Design two_power_log, sky130hd; sources not shown.
**Run 1: routed metal, one color a layer**

Bar = 50 um. Only two layers are drawn.
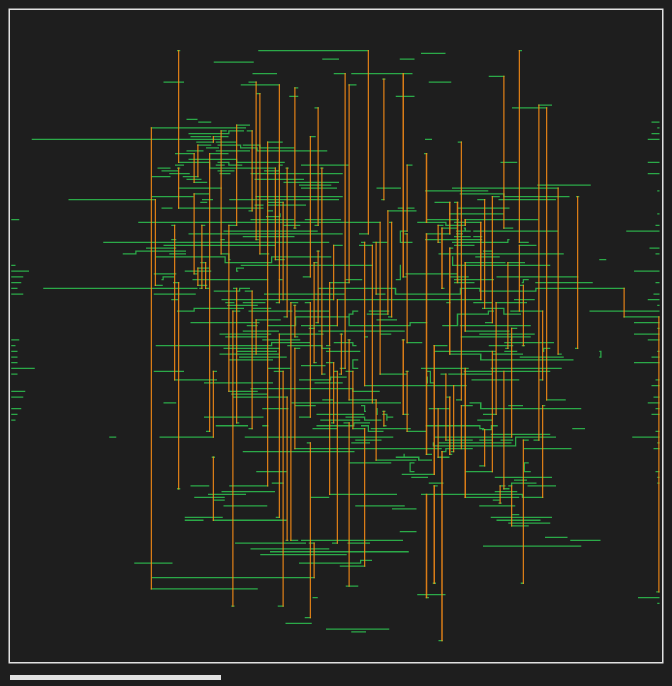
orange -> metal 4  # wire length 3,300 um
green -> metal 3  # wire length 3,650 um
DR vias: 12,451
total track usage: 36.7%
drt wl/cell: 22.2 um
Routed Wire Length: 44,000 um

**Run 1: wire density map**

The die is cut into 31 by 31 equal tiles; white is low, dark blue is high, scaled to the fullest tile. Values are wire area over tile area, all layers added.
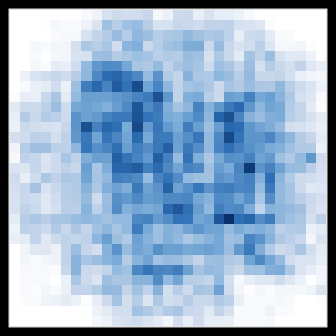
densest ninth of the die = center
fullest tile = 0.94
tiles over half the peak = 25%

**Run 1: metal 1**

Bar = 50 um.
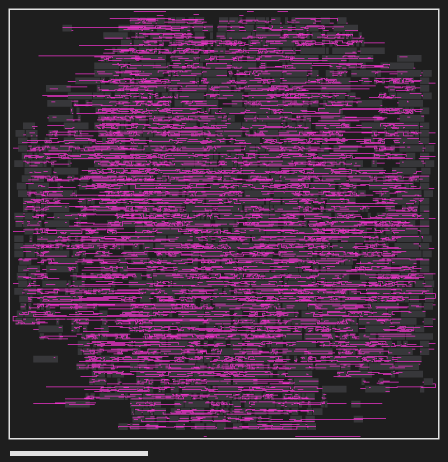
wire length on this layer = 16,100 um
nets with wire on the layer = 1,703
global routing usage on met1: 42.9%

==> flow_metrics.tcl, run 1 <==
# implementation run metrics
set metrics [dict create \
    nFillCells 1612 \
    num_antenna_cells 0 \
    warning_count 31 \
    p_leak_nw 7.56 \
    die_w_um 155 \
    syn_to_final_growth_pct 33.3 \
    h-tree-depth 4 \
    viasPerCell 6.29 \
    lay_top_cells "nand2_1, dfrtp_1, clkdlybuf4s50_1, o21ai_0, xnor2_1" \
    drive_above_1_share_pct 17.0 \
    cp_num_buf_inv 4 \
    die_y_um 155 \
    cts_num_sinks 197 \
    tightest_slew_ps 1270 \
    syn_nets 1597 \
    cp.depth 12 \
    p_comb_share_pct 6.2 \
    ys_sh_xor_pct 6.64 \
    final.min_clock_period_ps 2940 \
    setup_violations 0 \
    ys_seq_elements 197 \
    nets 1820 \
    clockPowerShare_pct 44.6 \
    yosys.area_share.aoi_pct 16.6 \
    grt-busiest-layer "met2" \
    seq_share_pct 30.6 \
    overflow 0 \
    cts_tree "built" \
    required_ps 3340 \
    worstSetupEndpointType "flip-flop" \
    synthCells 1430 \
    tap_cells 313 \
    status "finished clean" \
    comb_cells 1074 \
    yosys_warnings 0 \
    ioPinCount 136 \
    grt_pass1_vias 12031 \
    largest_class "logic gates" \
    finalClockPeriodUsage_pct 98.1 \
    regArea_um2 4950 \
    final_cells 1979 \
    use_met2_pct 59.9 \
    postSynthSeqShare_pct 40.6 \
    fa_ha_area_share_pct 6.96 \
    slowest_delay_ps 610 \
    synthMuxAreaShare_pct 2.40 \
    io_buffer_count 135 \
    final-comb-area_um2 7340 \
    fp.coreArea_um2 22800 \
    final_core_util_pct 71.1 \
    postCtsSetupBuffers 48 \
    comb_area_share_pct 45.3 \
    synth-area-yosys_um2 12100 \
    crit_top_cell "buf_4" \
    synthTopCellsByCount "nand2_1, dfrtp_1, o21ai_0" \
    holdWs_ps 343 \
    worstSetupPathType "primary input to flip-flop" \
    p_total_mw 5.40 \
    fin_skew_ps 14.9 \
    slew_violations 0 \
    root_buffer "clkbuf_16" \
    critPathLaunchType "primary input" \
    synth_top_cell_by_area "dfrtp_1" \
    met2WireLength_um 20900 \
    maxClockFrequency_ghz 0.340 \
    detail_route.iter0.violations 1397 \
    setup_slack_ps 57.5 \
    drc_errors 0 \
    largest_reg_flops 33 \
    sw_frac_of_total_pct 24.9 \
    dpl.hpwl_um 29700 \
    area_leaders "dfrtp_1, nand2_1, ha_1, xnor2_1, o21ai_0" \
    edf_count 0 \
    max_slew_margin_pct 15.1 \
    initial_core_util_pct 53.3 \
    rows 55 \
    grt_pass1_wl_um 65200 \
    finalWeightedCongestion 0.975 \
    r2r_cells 10 \
    clkTransAtPathRegs_ps 80 \
    pg_comb_mw 0.335 \
    wl_met1_um 16100 \
    place_inst 1880 \
    inv_count 73 \
    cts_buffers 17 \
    antenna_left 0 \
    slowest_stage "clkdlybuf4s50_1" \
    hold_viol 0 \
    cts_resized 173 \
    largestPowerGroup "registers" \
    die-area_um2 24000 \
    p_switching_mw 1.35 \
    met3_length_um 3650 \
    netlist_logic_family_top "simple AND/OR/NAND/NOR gates" \
    dr.max_layer_used "met4" \
    grt_max_degree 76 \
    internal_power_mw 4.05 \
    rsz0062_at_grt "true" \
    final_cell_area_um2 16200 \
    power_density_nw_per_um2 333 \
    buffer_area_share_pct 16.1 \
    top_cell_area_share_pct 40.6 \
    max_cap_viol_count 0 \
    clock_latency_ps 450 \
    mostFrequentLayoutCell "nand2_1" \
    grt_util_met3_pct 5.46 \
    crit_arrival_ps 3280 \
    placed_area_um2 14000 \
    synth_area_um2 12100 \
    critPathMaxFanout 10 \
    crit_chain "clkdlybuf4s50_1 > nor4_4 > nand4_1 > nor2_1 > nor4_1 > o211ai_1 > a211oi_2 > buf_4 > buf_4 > clkbuf_2 > o21ai_0 > o41ai_1" \
    ys_cells 1430 \
    synth_top_flop_cell "dfrtp_1" \
    async_flop_share_pct 100 \
    rrSetupSlack_ps 60 \
]
==> run 1 -> run 2 <==
--- a/config.mk
+++ b/config.mk
@@ -6,6 +6,7 @@
 export NUM_CORES = 1
 export LEC_CHECK = 0
 export CORE_UTILIZATION = 52
+export CTS_BUF_LIST = sky130_fd_sc_hd__clkbuf_8 sky130_fd_sc_hd__clkbuf_16
 export DETAILED_ROUTE_END_ITERATION = 12
 export GPL_TIMING_DRIVEN = 0
 export MAX_ROUTING_LAYER = met4
==> run 2 against run 1 <==
Effect of this change:
- via count unchanged
- flip-flop count unchanged
- wire length unchanged
- clock power about the same
- core utilization unchanged
- critical path depth unchanged
- register-to-register slack about the same
- largest cell class unchanged
- largest power group unchanged
==> flow_metrics.tcl, run 2 <==
# implementation run metrics
set metrics [dict create \
    pg_comb_mw 0.335 \
    ys_cells 1430 \
    num_antenna_cells 0 \
    worstSetupEndpointType "flip-flop" \
    placed_area_um2 14000 \
    grt_max_degree 76 \
    crit_arrival_ps 3280 \
    largestPowerGroup "registers" \
    seq_share_pct 30.6 \
    comb_cells 1074 \
    ys_seq_elements 197 \
    r2r_cells 10 \
    fp.coreArea_um2 22800 \
    power_density_nw_per_um2 333 \
    worstSetupPathType "primary input to flip-flop" \
    holdBufCountCts 1 \
    p_total_mw 5.40 \
    antenna_left 0 \
    viasPerCell 6.29 \
    synth_area_um2 12100 \
    synth-area-yosys_um2 12100 \
    area_leaders "dfrtp_1, nand2_1, ha_1, xnor2_1, o21ai_0" \
    cp_num_buf_inv 4 \
    die_y_um 155 \
    sw_frac_of_total_pct 24.9 \
    final_cell_area_um2 16200 \
    clockPowerShare_pct 44.6 \
    nets 1820 \
    internal_power_mw 4.05 \
    final-comb-area_um2 7340 \
    cts_tree "built" \
    finalClockPeriodUsage_pct 98.1 \
    cp.depth 12 \
    postSynthSeqShare_pct 40.6 \
    crit_chain "clkdlybuf4s50_1 > nor4_4 > nand4_1 > nor2_1 > nor4_1 > o211ai_1 > a211oi_2 > buf_4 > buf_4 > clkbuf_2 > o21ai_0 > o41ai_1" \
    final.min_clock_period_ps 2940 \
    dpl.hpwl_um 29700 \
    cts_num_sinks 197 \
    tap_cells 313 \
    p_leak_nw 7.56 \
    initial_core_util_pct 53.3 \
    regArea_um2 4950 \
    rsz0062_at_grt "true" \
    synthTopCellsByCount "nand2_1, dfrtp_1, o21ai_0" \
    critPathLaunchType "primary input" \
    io_buffer_count 135 \
    drive_above_1_share_pct 17.0 \
    vias 12451 \
    final_cells 1979 \
    postCtsSetupBuffers 48 \
    ioPinCount 136 \
    setup_violations 0 \
    netlist_logic_family_top "simple AND/OR/NAND/NOR gates" \
    synthCells 1430 \
    p_comb_share_pct 6.2 \
    clock_latency_ps 450 \
    syn_nets 1597 \
    async_flop_share_pct 100 \
    place_inst 1880 \
    overflow 0 \
    status "finished clean" \
    die-area_um2 24000 \
    max_slew_margin_pct 15.1 \
    required_ps 3340 \
    lay_top_cells "nand2_1, dfrtp_1, clkdlybuf4s50_1, o21ai_0, xnor2_1" \
    top_cell_area_share_pct 40.6 \
    nFillCells 1612 \
    crit_top_cell "buf_4" \
    synth_top_cell_by_area "dfrtp_1" \
    met2WireLength_um 20900 \
    inv_count 73 \
    yosys.area_share.aoi_pct 16.6 \
    synthMuxAreaShare_pct 2.40 \
    routed_wl_um 44000 \
    hold_viol 0 \
    finalWeightedCongestion 0.975 \
    holdWs_ps 343 \
    rows 55 \
    synth_top_flop_cell "dfrtp_1" \
    cts_resized 173 \
    met3_length_um 3650 \
    tightest_slew_ps 1270 \
    clkTransAtPathRegs_ps 80 \
    h-tree-depth 4 \
    grt_pass1_wl_um 65200 \
    dr.max_layer_used "met4" \
    die_w_um 155 \
    p_switching_mw 1.35 \
    syn_to_final_growth_pct 33.3 \
    track_usage_pct 36.7 \
    wl_met1_um 16100 \
    max_cap_viol_count 0 \
    drc_errors 0 \
    maxClockFrequency_ghz 0.340 \
    detail_route.iter0.violations 1397 \
    rrSetupSlack_ps 60 \
    comb_area_share_pct 45.3 \
    cts_buffers 17 \
    root_buffer "clkbuf_16" \
    largest_class "logic gates" \
    slowest_delay_ps 610 \
    setup_slack_ps 57.5 \
    ys_sh_xor_pct 6.64 \
    edf_count 0 \
    slew_violations 0 \
    fin_skew_ps 14.9 \
    slowest_stage "clkdlybuf4s50_1" \
    fa_ha_area_share_pct 6.96 \
    yosys_warnings 0 \
]
**Run 2: metal 1**

Bar = 50 um.
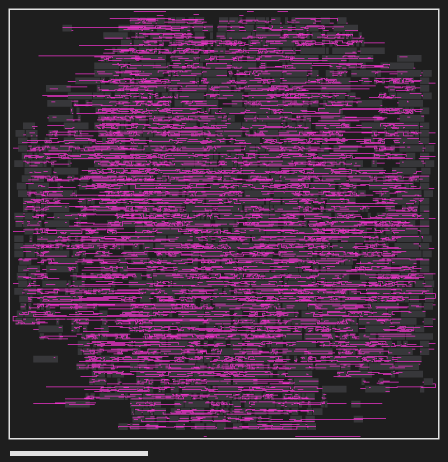
share of all routed wire = 37%
nets with wire on the layer = 1,703
wire length on this layer = 16,100 um

**Run 2: wire density map**

The die is cut into 31 by 31 equal tiles; white is low, dark blue is high, scaled to the fullest tile. Values are wire area over tile area, all layers added.
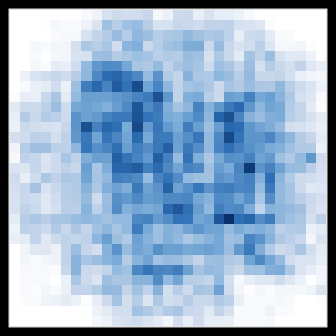

**Run 2: routing congestion map**

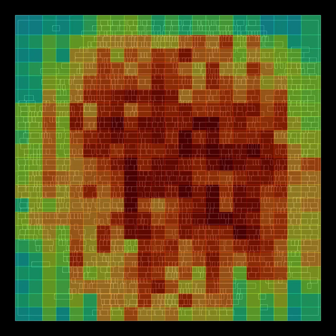
Layout Utilization: 71.1%
met3 Use GR: 5.46%
gr busiest metal: met2
GR Util met2: 59.9%

Power figures rest on the tool's default switching activity, not on a simulated workload.
